<file path="src/rtl/seg7_rx_pkg.sv">
// Shared constants for the seven-segment receive monitor: bus widths,
// the glyph table (including the tailed 6/9 variants) and digit stepping.
package seg7_rx_pkg;

  localparam int SEG_W   = 7;
  localparam int DIGIT_W = 4;

  // Segment order {g,f,e,d,c,b,a}
  localparam logic [SEG_W-1:0] GLYPH_0     = 7'h3F;
  localparam logic [SEG_W-1:0] GLYPH_1     = 7'h06;
  localparam logic [SEG_W-1:0] GLYPH_2     = 7'h5B;
  localparam logic [SEG_W-1:0] GLYPH_3     = 7'h4F;
  localparam logic [SEG_W-1:0] GLYPH_4     = 7'h66;
  localparam logic [SEG_W-1:0] GLYPH_5     = 7'h6D;
  localparam logic [SEG_W-1:0] GLYPH_6     = 7'h7C;
  localparam logic [SEG_W-1:0] GLYPH_7     = 7'h07;
  localparam logic [SEG_W-1:0] GLYPH_8     = 7'h7F;
  localparam logic [SEG_W-1:0] GLYPH_9     = 7'h67;
  localparam logic [SEG_W-1:0] GLYPH_6_ALT = 7'h7D;
  localparam logic [SEG_W-1:0] GLYPH_9_ALT = 7'h6F;

  // Decimal successor with 9 -> 0 wrap
  function automatic logic [DIGIT_W-1:0] next_digit(input logic [DIGIT_W-1:0] d);
    return (d == 4'd9) ? 4'd0 : d + 4'd1;
  endfunction

endpackage

</file>
<file path="src/rtl/seg7_rx_glyph_decode.sv">
// Combinational glyph decoder: segment pattern -> {legal, BCD digit}.
// Build option SEG7_RX_ALT_GLYPH_EN additionally accepts the tailed 6 (7D)
// and tailed 9 (6F) glyphs; without it those patterns are illegal.
module seg7_glyph_decode
  import seg7_rx_pkg::*;
(
  input  logic [SEG_W-1:0]   pattern_i,
  output logic               legal_o,
  output logic [DIGIT_W-1:0] digit_o
);

`ifdef SEG7_RX_ALT_GLYPH_EN
  localparam bit ALT_EN = 1'b1;
`else
  localparam bit ALT_EN = 1'b0;
`endif

  // Table lookup; anything outside the glyph set is flagged illegal with digit 0
  always_comb begin
    legal_o = 1'b1;
    digit_o = '0;
    case (pattern_i)
      GLYPH_0: digit_o = 4'd0;
      GLYPH_1: digit_o = 4'd1;
      GLYPH_2: digit_o = 4'd2;
      GLYPH_3: digit_o = 4'd3;
      GLYPH_4: digit_o = 4'd4;
      GLYPH_5: digit_o = 4'd5;
      GLYPH_6: digit_o = 4'd6;
      GLYPH_7: digit_o = 4'd7;
      GLYPH_8: digit_o = 4'd8;
      GLYPH_9: digit_o = 4'd9;
      default: begin
        if (ALT_EN && pattern_i == GLYPH_6_ALT)      digit_o = 4'd6;
        else if (ALT_EN && pattern_i == GLYPH_9_ALT) digit_o = 4'd9;
        else                                         legal_o = 1'b0;
      end
    endcase
  end

endmodule

</file>
<file path="src/rtl/seg7_rx_monitor.sv">
// Seven-segment receive monitor: 2-flop synchroniser, stability filter,
// glyph decode, 0..9 sequence checker and inter-change period counter.
// Build option SEG7_RX_ALT_GLYPH_EN (in the decoder) enables tailed 6/9.
module seg7_rx_monitor
  import seg7_rx_pkg::*;
#(
  parameter int STABLE_CYCLES = 4,
  parameter int PERIOD_W      = 24
) (
  input  logic                clk,
  input  logic                rst_n,
  input  logic                ena,
  input  logic [SEG_W-1:0]    seg_in,
  input  logic                clr,
  output logic [DIGIT_W-1:0]  digit,
  output logic                digit_valid,
  output logic                change_stb,
  output logic [PERIOD_W-1:0] period,
  output logic                period_valid,
  output logic                seq_err,
  output logic                pat_err
);

  localparam int STAB_W = (STABLE_CYCLES > 1) ? $clog2(STABLE_CYCLES) : 1;
  localparam logic [STAB_W-1:0]   STAB_MAX = STAB_W'(STABLE_CYCLES - 1);
  localparam logic [PERIOD_W-1:0] CNT_MAX  = '1;

  logic [SEG_W-1:0]    s1_q, s1_d, s2_q, s2_d, cand_q, cand_d, acc_q, acc_d;
  logic [STAB_W-1:0]   stab_q, stab_d;
  logic [DIGIT_W-1:0]  digit_q, digit_d;
  logic                dvalid_q, dvalid_d, stb_q, stb_d;
  logic [PERIOD_W-1:0] cnt_q, cnt_d, period_q, period_d;
  logic                pvalid_q, pvalid_d, armed_q, armed_d;
  logic                seq_q, seq_d, pat_q, pat_d;
  logic                accept, dec_legal;
  logic [DIGIT_W-1:0]  dec_digit;

  seg7_glyph_decode u_dec (
    .pattern_i (cand_q),
    .legal_o   (dec_legal),
    .digit_o   (dec_digit)
  );

  // A candidate is taken once it has matched the synchroniser for
  // STABLE_CYCLES consecutive samples and differs from the last accepted one
  assign accept = (s2_q == cand_q) && (stab_q == STAB_MAX) && (cand_q != acc_q);

  // Next-state logic for synchroniser, filter, checker and period counter
  always_comb begin
    s1_d     = seg_in;
    s2_d     = s1_q;
    cand_d   = cand_q;
    stab_d   = stab_q;
    acc_d    = acc_q;
    digit_d  = digit_q;
    dvalid_d = dvalid_q;
    stb_d    = accept;
    seq_d    = seq_q;
    pat_d    = pat_q;
    period_d = period_q;
    pvalid_d = pvalid_q;
    armed_d  = armed_q;
    cnt_d    = (cnt_q == CNT_MAX) ? cnt_q : cnt_q + 1'b1;

    if (s2_q != cand_q) begin
      cand_d = s2_q;
      stab_d = '0;
    end else if (stab_q != STAB_MAX) begin
      stab_d = stab_q + 1'b1;
    end

    if (accept) begin
      acc_d = cand_q;
      if (dec_legal) begin
        digit_d  = dec_digit;
        dvalid_d = 1'b1;
        // only checked when the previous accepted pattern was itself legal
        if (dvalid_q && dec_digit != next_digit(digit_q)) seq_d = 1'b1;
      end else begin
        dvalid_d = 1'b0;
        pat_d    = 1'b1;
      end
      period_d = cnt_q;
      cnt_d    = PERIOD_W'(1);
      if (armed_q) pvalid_d = 1'b1;
      armed_d  = 1'b1;
    end

    // clr wins over anything set this cycle; digit/acc keep tracking
    if (clr) begin
      seq_d    = 1'b0;
      pat_d    = 1'b0;
      period_d = '0;
      pvalid_d = 1'b0;
      armed_d  = 1'b0;
      cnt_d    = '0;
    end
  end

  // All state, including the synchroniser, freezes while ena is low
  always_ff @(posedge clk or negedge rst_n) begin
    if (!rst_n) begin
      s1_q     <= '0;
      s2_q     <= '0;
      cand_q   <= '0;
      stab_q   <= '0;
      acc_q    <= '0;
      digit_q  <= '0;
      dvalid_q <= 1'b0;
      stb_q    <= 1'b0;
      seq_q    <= 1'b0;
      pat_q    <= 1'b0;
      period_q <= '0;
      pvalid_q <= 1'b0;
      armed_q  <= 1'b0;
      cnt_q    <= '0;
    end else if (ena) begin
      s1_q     <= s1_d;
      s2_q     <= s2_d;
      cand_q   <= cand_d;
      stab_q   <= stab_d;
      acc_q    <= acc_d;
      digit_q  <= digit_d;
      dvalid_q <= dvalid_d;
      stb_q    <= stb_d;
      seq_q    <= seq_d;
      pat_q    <= pat_d;
      period_q <= period_d;
      pvalid_q <= pvalid_d;
      armed_q  <= armed_d;
      cnt_q    <= cnt_d;
    end
  end

  assign digit        = digit_q;
  assign digit_valid  = dvalid_q;
  assign change_stb   = stb_q;
  assign period       = period_q;
  assign period_valid = pvalid_q;
  assign seq_err      = seq_q;
  assign pat_err      = pat_q;

endmodule
</file>
<file path="config.mk">
export PLATFORM = sky130hd
export DESIGN_NAME = seg7_rx_monitor
export DESIGN_NICKNAME = d
export VERILOG_FILES = /design/src/rtl/seg7_rx_pkg.sv /design/src/rtl/seg7_rx_glyph_decode.sv /design/src/rtl/seg7_rx_monitor.sv
export SDC_FILE = /design/constraint.sdc
export NUM_CORES = 1
export LEC_CHECK = 0
export CAP_MARGIN = 20
export CELL_PAD_IN_SITES_DETAIL_PLACEMENT = 1
export CELL_PAD_IN_SITES_GLOBAL_PLACEMENT = 1
export CORE_MARGIN = 1
export CORE_UTILIZATION = 49
export CTS_BUF_LIST = sky130_fd_sc_hd__clkbuf_8 sky130_fd_sc_hd__clkbuf_16
export DETAILED_ROUTE_END_ITERATION = 6
export PLACE_DENSITY_LB_ADDON = 0.3
export SLEW_MARGIN = 5
export SYNTH_ARGS = -nofsm -noshare
export SYNTH_HDL_FRONTEND = slang
export SYNTH_SLANG_ARGS = --single-unit
</file>
<file path="constraint.sdc">
create_clock -name clk -period 6.05 [get_ports clk]
set_clock_uncertainty 0.05 [all_clocks]
set_input_delay 0.9075 -clock clk [delete_from_list [all_inputs] [get_ports clk]]
set_output_delay 0.9075 -clock clk [all_outputs]
set_load 0.01 [all_outputs]
</file>
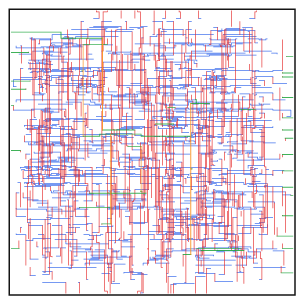
*Signal wires by layer*
Drawn at 3 px/µm.
legend:
  M1:
    colour: blue
    wire_length: 4090 µm
  M4:
    colour: orange
    wire_length: 156 µm
  M2:
    colour: red
    wire_length: 4500 µm
  M3:
    colour: green
    wire_length: 252 µm
vias after detailed routing: 2916
GRT Util Overall: 0.223

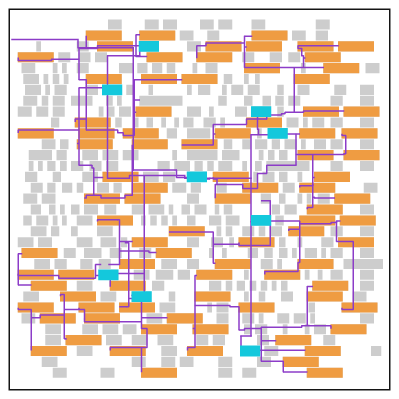
*Routed clock nets over the placement*
Drawn at 4 px/µm.
legend:
  clock-net drivers:
    colour: cyan
    count: 9
  clock wires:
    colour: purple
    length: 1120 µm
  flip-flops:
    colour: orange
    count: 88
routed clock nets: 10

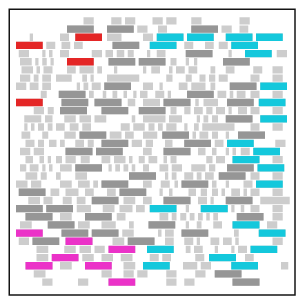
*Where the registers sit*
Drawn at 3 px/µm.
legend:
  digit:
    colour: red
    flops: 4
    where: upper left
  period:
    colour: cyan
    flops: 24
  s1_q:
    colour: magenta
    flops: 7
    where: lower left
not coloured: 53
seq pwr: 0.661 mW
FF+latch area: 2200 µm²
Util after Layout: 0.592
flop share of the area: 0.450

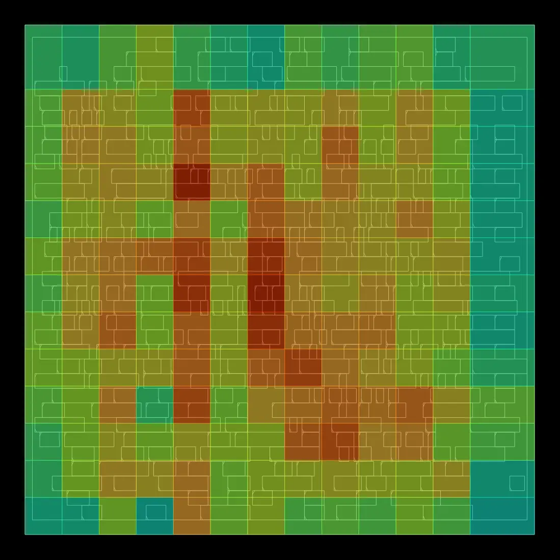
*Routing congestion*
Global Route met1 Usage: 0.293
routing usage on met2: 0.370

==> flow_summary.json <==
{
  "status": "finished, final reports clean",
  "ys_chip_area_um2": 4220,
  "syn_nets": 378,
  "final_area_um2": 4890,
  "synthTopLogicFamily": "simple AND/OR/NAND/NOR gates",
  "seq_cells": 88,
  "synth-xor-area-share": 0.0831,
  "swShare": 0.269,
  "vias_per_cell": 5.75,
  "nClkBuffers": 9,
  "edf_count": 0,
  "fp-row-count": 33,
  "fin_crit_ns": 3.10,
  "gp_congestion": 0.801,
  "clock_path_buffers": 2,
  "sh_comb_area": 0.377,
  "crit_required_ns": 6.30,
  "comb_area_um2": 1840,
  "reg2reg_to": "period[11]",
  "path_class": "input pin to register",
  "wl_mm": 9.00,
  "synth_top_area_share": 0.522,
  "setup_violations": 0,
  "slew_violations": 0,
  "rr_worst_depth": 6,
  "antenna_found_initial": 0,
  "insertion_delay_ns": 0.36,
  "layout-drive-gt1-share": 0.144,
  "fill_cells": 861,
  "ctsResizeCount": 0,
  "die_w_um": 94.8,
  "worstSetupEndpointType": "register",
  "ys_ff": 88,
  "rsz0062_at_grt": "false",
  "maxCapViolations": 0,
  "fa_ha_area_frac": 0.00593,
  "yosys_cells": 365,
  "dp.cells": 490,
  "finalSetupTns_ns": 0,
  "cts_sinks": 88,
  "synth.area.mux_share": 0.0801,
  "path_clk_slew_ns": 0.09,
  "crit_slowest_cell": "nor2_2",
  "chip_area_um2": 8980,
  "aoi_share": 0.115,
  "buffer_area_frac": 0.0947,
  "n_antenna_cell": 0,
  "start_kind": "input pin",
  "worstMarginPinSlew_ns": 1.01,
  "slew_headroom": 0.325,
  "synthArstFlopShare": 1.00,
  "p_seq_frac": 0.535,
  "dp_hpwl_mm": 5.81,
  "ys_seq_share": 0.522,
  "path_max_fanout": 34,
  "fp_util": 0.511,
  "top_cells_by_area": "dfrtp_1 52%, mux2_2 7.7%, a22o_1 5.0%",
  "largest_cell_class": "registers",
  "fmax_ghz": 0.323,
  "p_comb_frac": 0.097,
  "comb_power_mw": 0.120,
  "synth_area_per_cell_um2": 11.6,
  "synth.most_common_cell": "dfrtp_1",
  "io_buffers": 43,
  "inv_count": 8,
  "grt_overflow_total": 0,
  "internal_power_mw": 0.903,
  "ant_nets": 0,
  "power.switching_mw": 0.332,
  "ys.flop_type": "dfrtp_1",
  "numCtsBuffers": 9,
  "nWellTaps": 105,
  "cts_hold_buf": 0,
  "cts_tree": "done",
  "hold_class": "input pin to asynchronous set/reset pin",
  "drtIter0Drc": 58,
  "reg2reg_slack_ns": 3.04,
  "firstDrtPassIters": 4,
  "r2r-start": "cand_q[0]",
  "simple_gate_share": 0.154
}
## per-stage QoR
| step | worst slack, ns | hold WS (ns) |
|---|---|---|
| after floorplan | 3.75 | 0.403 |
| after global placement | 2.63 | 0.420 |
| after detailed placement | 2.56 | 0.435 |
| after CTS | 2.90 | 0.458 |
| after global routing | 2.76 | 0.417 |
| final | 2.95 | 0.413 |
## critical path, delay by kind of cell
family	cells	cell delay [ns]
AOI/OAI and AO/OA	1	0.25
and+or+nand+nor	2	1.32
buffers and inverters	2	0.83
## how the worst max path moves through the flow
stage                     startpoint         end  slack, ns
after global routing             ena  period[11]       2.76
after CTS                        ena  period[11]       2.90
final                            ena  period[11]       2.95
after detailed placement         ena  period[20]       2.56
after global placement           ena  period[10]       2.63
after floorplan                  ena     s1_q[0]       3.75
## per-layer routing
metal,routed length [µm],track usage,part of all wire
met1,4090,0.293,0.45
met2,4500,0.370,0.50
met3,251,0.0346,0.028
met4,156,0.0871,0.017
met5,0,0,0
## layout by cell type (no fill, tap or decap), drive strengths merged, types with 3 or more instances in the layout
master | Yosys | layout
a22o | 24 | 24
and2 | 3 | 3
and3 | 6 | 6
and4 | 4 | 4
buf | 23 | 3
clkbuf | 1 | 9
clkdlybuf4s50 | 0 | 42
clkinv | 0 | 3
dfrtp | 88 | 88
inv | 8 | 9
mux2 | 30 | 30
nand2 | 14 | 14
nand3 | 16 | 16
nand4 | 11 | 11
nor2 | 36 | 36
nor3 | 6 | 6
nor4 | 3 | 3
o21a | 3 | 3
o21ai | 9 | 9
or3 | 3 | 3
xnor2 | 17 | 17
xor2 | 23 | 23
Power and IR drop assume default switching activity.
